[src/rtl/spu_shift_pkg.sv]
// spu_shift_pkg: opcode encoding and element/count constants for the SPU shift-rotate pipe
package spu_shift_pkg;
  typedef enum logic [2:0] {
    SHLH  = 3'd0,
    SHLHI = 3'd1,
    ROTH  = 3'd2,
    ROTHI = 3'd3,
    SHL   = 3'd4,
    SHLI  = 3'd5,
    ROT   = 3'd6,
    ROTI  = 3'd7
  } shift_op_t;
  localparam int HW_ELEMS = 8;
  localparam int WD_ELEMS = 4;
  localparam logic [15:0] HW_SHL_MASK = 16'h001F;
  localparam logic [15:0] WD_SHL_MASK = 16'h003F;
  localparam logic [15:0] HW_ROT_MASK = 16'h000F;
  localparam logic [15:0] WD_ROT_MASK = 16'h001F;
  localparam logic [15:0] HW_ZERO = 16'd16;
  localparam logic [15:0] WD_ZERO = 16'd32;
endpackage

[src/rtl/shift_rotate_datapath.sv]
// shift_rotate_datapath: combinational halfword/word shift-left and rotate-left on 128-bit operands
module shift_rotate_datapath
  import spu_shift_pkg::*;
(
  input  shift_op_t        op,
  input  logic [127:0]     ra,
  input  logic [7:0][15:0] cnt,
  output logic [127:0]     res
);
  logic         w_rot;
  logic         w_word;
  logic [127:0] w_h;
  logic [127:0] w_w;
  assign w_rot  = op inside {ROTH, ROTHI, ROT, ROTI};
  assign w_word = op inside {SHL, SHLI, ROT, ROTI};
  for (genvar i = 0; i < HW_ELEMS; i++) begin : g_h
    logic [15:0] w_e, w_ms, w_mr;
    logic [31:0] w_r;
    assign w_e  = ra[16*i+:16];
    assign w_ms = cnt[i] & HW_SHL_MASK;
    assign w_mr = cnt[i] & HW_ROT_MASK;
    assign w_r  = {w_e, w_e} << w_mr;
    assign w_h[16*i+:16] = w_rot ? w_r[31:16] : (w_ms >= HW_ZERO ? 16'h0 : w_e << w_ms);
  end
  for (genvar i = 0; i < WD_ELEMS; i++) begin : g_w
    logic [31:0] w_e;
    logic [15:0] w_ms, w_mr;
    logic [63:0] w_r;
    assign w_e  = ra[32*i+:32];
    assign w_ms = cnt[i] & WD_SHL_MASK;
    assign w_mr = cnt[i] & WD_ROT_MASK;
    assign w_r  = {w_e, w_e} << w_mr;
    assign w_w[32*i+:32] = w_rot ? w_r[63:32] : (w_ms >= WD_ZERO ? 32'h0 : w_e << w_ms);
  end
  assign res = w_word ? w_w : w_h;
endmodule

[src/rtl/shift_rotate_pipe_ctrl.sv]
// shift_rotate_pipe_ctrl: 3-stage issue/compute/hold pipeline around the shift-rotate datapath
module shift_rotate_pipe_ctrl
  import spu_shift_pkg::*;
#(
  parameter int REG_ADDR_W = 7,
  parameter int DATA_W     = 128
) (
  input  logic                  clk,
  input  logic                  rst,
  input  logic                  in_valid,
  output logic                  in_ready,
  input  shift_op_t             in_op,
  input  logic [DATA_W-1:0]     in_ra,
  input  logic [DATA_W-1:0]     in_rb,
  input  logic [6:0]            in_imm7,
  input  logic [REG_ADDR_W-1:0] in_rt,
  input  logic                  flush,
  output logic                  out_valid,
  input  logic                  out_ready,
  output logic [REG_ADDR_W-1:0] out_rt,
  output logic [DATA_W-1:0]     out_data,
  output logic                  busy
);
  logic                  r_s1_v, r_s2_v, r_s3_v;
  shift_op_t             r_s1_op;
  logic [DATA_W-1:0]     r_s1_ra, r_s2_data, r_s3_data;
  logic [7:0][15:0]      r_s1_cnt;
  logic [REG_ADDR_W-1:0] r_s1_rt, r_s2_rt, r_s3_rt;
  logic                  w_s3_free, w_s2_mv, w_s1_mv;
  logic                  w_word, w_imm_form;
  logic [15:0]           w_imm;
  logic [7:0][15:0]      w_cnt;
  logic [DATA_W-1:0]     w_dp_res;
  assign w_s3_free  = !r_s3_v || out_ready;
  assign w_s2_mv    = w_s3_free || !r_s2_v;
  assign w_s1_mv    = w_s2_mv || !r_s1_v;
  assign in_ready   = w_s1_mv && !flush;
  assign out_valid  = r_s3_v;
  assign out_data   = r_s3_data;
  assign out_rt     = r_s3_rt;
  assign busy       = r_s1_v || r_s2_v || r_s3_v;
  assign w_word     = in_op inside {SHL, SHLI, ROT, ROTI};
  assign w_imm_form = in_op inside {SHLHI, ROTHI, SHLI, ROTI};
  assign w_imm      = {{9{in_imm7[6]}}, in_imm7};
  for (genvar i = 0; i < HW_ELEMS; i++) begin : g_cnt
    if (i < WD_ELEMS) begin : g_lo
      assign w_cnt[i] = w_imm_form ? w_imm : w_word ? in_rb[32*i+:16] : in_rb[16*i+:16];
    end else begin : g_hi
      assign w_cnt[i] = w_imm_form ? w_imm : w_word ? 16'h0 : in_rb[16*i+:16];
    end
  end
  shift_rotate_datapath u_dp (
    .op  (r_s1_op),
    .ra  (r_s1_ra),
    .cnt (r_s1_cnt),
    .res (w_dp_res)
  );
  // Stage registers: each stage loads from its predecessor when it is free to move; flush drops all valids.
  always_ff @(posedge clk or posedge rst) begin
    if (rst) begin
      r_s1_v    <= 1'b0;
      r_s2_v    <= 1'b0;
      r_s3_v    <= 1'b0;
      r_s1_op   <= SHLH;
      r_s1_ra   <= '0;
      r_s1_cnt  <= '0;
      r_s1_rt   <= '0;
      r_s2_data <= '0;
      r_s2_rt   <= '0;
      r_s3_data <= '0;
      r_s3_rt   <= '0;
    end else if (flush) begin
      r_s1_v <= 1'b0;
      r_s2_v <= 1'b0;
      r_s3_v <= 1'b0;
    end else begin
      if (w_s3_free) begin
        r_s3_v    <= r_s2_v;
        r_s3_data <= r_s2_data;
        r_s3_rt   <= r_s2_rt;
      end
      if (w_s2_mv) begin
        r_s2_v    <= r_s1_v;
        r_s2_data <= w_dp_res;
        r_s2_rt   <= r_s1_rt;
      end
      if (w_s1_mv) begin
        r_s1_v   <= in_valid;
        r_s1_op  <= in_op;
        r_s1_ra  <= in_ra;
        r_s1_cnt <= w_cnt;
        r_s1_rt  <= in_rt;
      end
    end
  end
endmodule

[config.mk]
export PLATFORM = sky130hd
export DESIGN_NAME = shift_rotate_pipe_ctrl
export DESIGN_NICKNAME = d
export VERILOG_FILES = /design/src/rtl/spu_shift_pkg.sv /design/src/rtl/shift_rotate_datapath.sv /design/src/rtl/shift_rotate_pipe_ctrl.sv
export SDC_FILE = /design/constraint.sdc
export NUM_CORES = 2
export LEC_CHECK = 0
export CORE_MARGIN = 4
export CORE_UTILIZATION = 64
export CTS_CLUSTER_SIZE = 40
export DETAILED_ROUTE_END_ITERATION = 6
export PLACE_DENSITY = 0.88
export SYNTH_ARGS = -nofsm -noshare
export SYNTH_HDL_FRONTEND = slang
export SYNTH_SLANG_ARGS = --single-unit
[constraint.sdc]
create_clock -name clk -period 26.8 [get_ports clk]
set_input_delay 5.36 -clock clk [delete_from_list [all_inputs] [get_ports clk]]
set_output_delay 5.36 -clock clk [all_outputs]
set_load 0.02 [all_outputs]
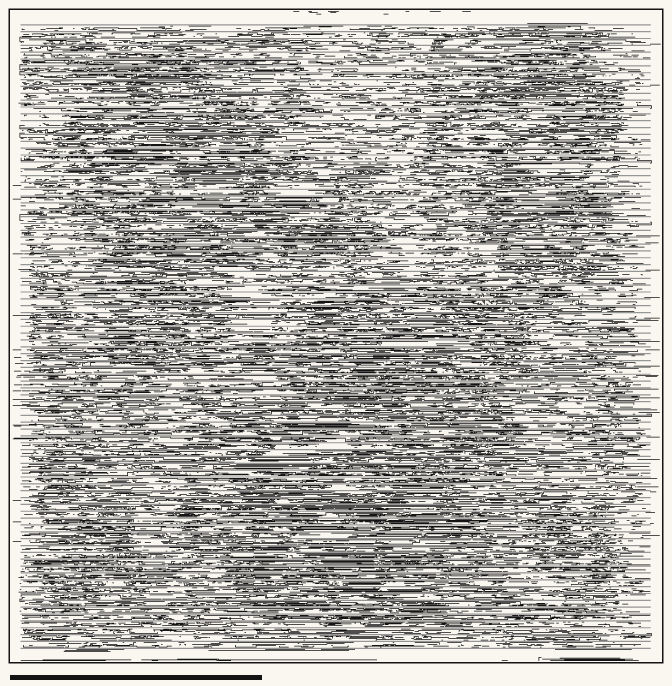
(the metal 1 layer)
Bar = 100 um. Supply wires on this layer in gray.
main direction: horizontal
wire length on this layer: 59.6 mm
longest straight run: 84.6 um
nets with wire on the layer: 4,176
total wirelength of the detailed-routed design: 160 mm
vias after detailed routing: 39.5k

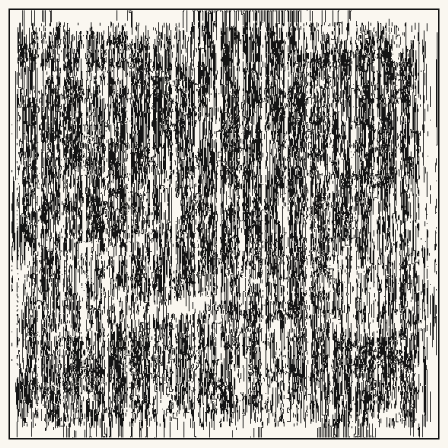
(signal wires on met2)
nets with wire on the layer: 3,891
main direction: vertical
wire length on this layer: 66.2 mm
share of all routed wire: 41%
longest straight run: 90.4 um
GR Layer Usage met2: 65.4%

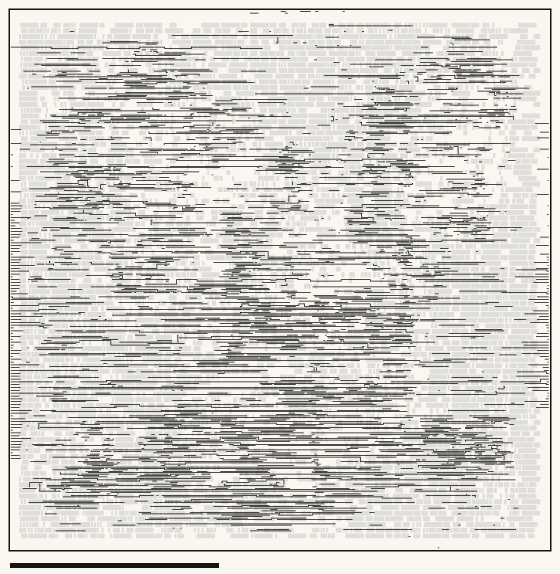
(met3 routing)
Bar = 100 um. Cells faint in the background.
wire length on this layer: 25.6 mm
nets with wire on the layer: 997
share of all routed wire: 16%

==> summary.log <==
INFO  final_layout   post-route-cell-area=0.0447sqmm
INFO  sta            worst-slew-pin-transition=1.33ns
INFO  synthesis      topCellsByArea=dfrtp_1 (28%), mux4_2 (14%), mux2_2 (9.2%)
INFO  worst_setup_path critPathMaxFanout=62
INFO  power          internal-power=1810uW
INFO  job            maxCapViolCount=0
INFO  final_layout   share_of_the_core_filled_with_cells_in_the_final_layout=72.1%
INFO  synthesis      synthCells=4,405
INFO  placement      dpl.hpwl=114mm
INFO  sta            finalClockSkew=0.0288ns
INFO  synthesis      yosys.stat.chipArea=0.0403sqmm
INFO  sta            timing.final.max_slew_violations=0
INFO  global_route   number_of_global_route_vias_before_repair=37.1k
INFO  die            floorplan.core_area=0.0619sqmm
INFO  placement      routabilityCongestion=1.09
INFO  placement      place_area=0.0429sqmm
INFO  worst_setup_path setup.worst_path.start_class=input pin
INFO  cts            cts-buffers-inserted=50
INFO  cts            ctsResizeCount=0
INFO  power          comb_power_share=43.0%
INFO  power          sw_frac_of_total=41.1%
INFO  status         failed_checks=DRC
INFO  synthesis      async_reset_ff_share=100%
INFO  sta            finalHoldViolCount=0
INFO  cts            post_cts_buffers=0
INFO  final_layout   final_cell_mix=nand2_1 (834), dfrtp_1 (437), mux2i_1 (346), clkdlybuf4s50_1 (332), mux2_2 (329)
INFO  global_route   antenna_found_initial=4
INFO  final_layout   post_route_cells_drive_above_1_share=18.5%
INFO  routing        drt-wirelength-per-cell=30.6um
INFO  synthesis      ys_warn_count=0
INFO  final_layout   layout-area-overhead-vs-synth=10.9%
INFO  hold_path      worstHoldPathType=flip-flop to flip-flop
INFO  status         status=finished, violations left
INFO  power          ir_worst_vdd=0.0000660V
INFO  cts            clock_tree.buffer_depth=3
INFO  sta            max_freq=76.3MHz
INFO  power          power-per-cell-area=69.0mW/mm^2
INFO  synthesis      synthesis.area=0.0403sqmm
INFO  cts            tritoncts_clock_tree=yes
INFO  cts            clk_pin_slew_worst_paths=0.06ns
INFO  cts            cts_root_buf=clkbuf_16
INFO  routing        dr.first_iter.drc_count=6,694
INFO  cts            cts_sinks=454
INFO  routing        via_cell_ratio=7.55
INFO  global_route   grt_first_pass_wirelength=238mm
INFO  die            io_count=416
INFO  die            chipHeight=259um
INFO  job            stage_log_warnings=113
INFO  synthesis      post-synth-top-area-cell=dfrtp_1
INFO  synthesis      yosys.area.top_type_share=28.2%
INFO  die            fp.dieArea=0.0670sqmm
INFO  sta            fin_crit_sh=48.9%
INFO  power          sequential_cell_fraction_of_total_power=32.9%
INFO  sta            relSlewSlack=9.21%
INFO  power          power_switching=1270uW
INFO  power          share_clk_of_total_power=24.1%
INFO  synthesis      ys_dominant_reg_cell=dfrtp_1
INFO  final_layout   antenna_cells_inserted=0
INFO  final_layout   lay_top_count=nand2_1
INFO  routing        route.antenna.remaining_nets=0
INFO  final_layout   stdcell_count=5,238
INFO  sta            final.setup.tns=0ns
INFO  synthesis      syn-num-nets=4,683
INFO  worst_setup_path timing.setup.critical_path_class=input pin to primary output
INFO  placement      place_inst=5,145
INFO  sta            setup_viol=0
INFO  worst_setup_path critPathRequiredTime=21.44ns
INFO  synthesis      number_of_enable_type_register_cells_in_the_synthesized_netlist=0
INFO  die            chipWidth=259um
INFO  die            floorplan.initialDensity=65.0%
INFO  synthesis      post_synth_num_cell_types=90
INFO  global_route   pin_count_of_the_biggest_net_entering_global_routing=132
INFO  routing        pre_repair_dr_iteration_count=7
INFO  power          cellLeakagePower=0.0181uW
INFO  die            rows=91
INFO  synthesis      yosys_cells=4,405
INFO  synthesis      ys_seq_share=28.2%
INFO  worst_setup_path critPathArrivalTime=7.74ns
INFO  sta            rsz0062_at_grt=false
INFO  cts            hold_buffers=0
INFO  sta            layout_min_cycle_time=13.10ns
INFO  synthesis      syn_avg_cell_area=9.14squm
INFO  synthesis      ys_seq_elements=454
INFO  global_route   global_route.overflow_total=0
INFO  cts            insertion_delay=0.62ns
INFO  routing        number_of_remaining_drc_errors=9
INFO  final_layout   fin_nets=4,638
INFO  global_route   grt_util_all_layers=46.3%
INFO  cts            h_tree_level_count=2
INFO  worst_setup_path worst_setup_path_end_kind=primary output
INFO  placement      io_buffer_count=332
==> metal layers <==
metal / vias to the layer above / GRT usage (%) / wire, um
met3: 602 / 17.3 / 25600
met2: 3446 / 65.4 / 66200
li1: 16400 / - / -
met5: - / 0.585 / 124
met4: 12 / 19.6 / 8940
met1: 19100 / 64.5 / 59600
==> power by group through the flow <==
| stage | logic (uW) | clock network (uW) | registers (uW) |
|---|---|---|---|
| 2_1_floorplan | 851 | 0 | 955 |
| 4_1_cts | 1280 | 742 | 999 |
| 3_5_place_dp | 1270 | 0 | 1010 |
| 5_1_grt | 1380 | 768 | 1020 |
| 6_report | 1320 | 743 | 1010 |
| 3_3_place_gp | 1250 | 0 | 1000 |
==> state kept, by name, indices dropped and copies added, names as in the netlist <==
name       count
r_s1_op        2
r_s1_cnt      44
r_s1_v         1
r_s1_rt        7
r_s2_rt        7
out_rt         7
r_s1_ra      128
r_s2_v         1
out_data     128
out_valid      1
r_s2_data    128
==> worst paths after layout <==
kind,slack (ns),cells after the start,from,endpoint
worst max-delay path,13.70,5,out_ready,in_ready
worst min-delay path,0.47,2,r_s1_rt[3]$_DFFE_PP0P_,r_s2_rt[3]$_DFFE_PP0P_
worst max register to register,22.72,5,r_s1_op[1]$_DFFE_PP0P_,r_s2_data[126]$_DFFE_PP0P_
worst min register to register,0.47,2,r_s1_rt[3]$_DFFE_PP0P_,r_s2_rt[3]$_DFFE_PP0P_
max in group asynchronous,18.90,4,rst,r_s1_ra[82]$_DFFE_PP0P_
min in group asynchronous,5.34,2,rst,r_s2_rt[5]$_DFFE_PP0P_
==> metrics by stage <==
| stage | total power (uW) | setup WS (ns) | hold slack (ns) |
|---|---|---|---|
| final | 3080 | 13.70 | 0.471 |
| after global routing | 3170 | 13.61 | 0.480 |
| after CTS | 3020 | 13.72 | 0.472 |
| after detailed placement | 2280 | 13.75 | 0.455 |
| after global placement | 2250 | 13.80 | 0.445 |
| after floorplan | 1810 | 8.78 | 0.439 |
==> critical path, cell delays in order <==
cell and delay (ns):
clkdlybuf4s50_1 0.42, and3b_1 0.51, a21o_4 0.66, inv_4 0.18, clkdlybuf4s50_1 0.60
==> cell type report <==
type | count | area [sq um]
Multi-Input combinational cell | 3404 | 26400
Fill cell | 4581 | 17300
Sequential cell | 454 | 11400
Timing Repair Buffer | 409 | 3900
Clock buffer | 72 | 1460
Tap cell | 837 | 1050
Clock inverter | 21 | 280
Inverter | 41 | 169
==> cell families (layout without fill, tap and decap cells) <==
family	Yosys count	after routing	synth area share (%)
compound gates	1036	1036	17.7
buf+inv	547	543	6.29
flops	454	454	28.2
mux	941	941	32.8
simple gates	1427	1427	15.1
==> cell usage after synthesis (all sizes together) (53+ instances only) <==
cell and number:
nand2 835, dfrtp 454, mux2i 347, mux2 330, clkbuf 289, nor2 269, mux4 264, o21ai 229
buf 217, a21oi 188, nand3 64, nor3 64, o211ai 57, o22ai 57, a211oi 53
Power is estimated from default activity; no workload was simulated.
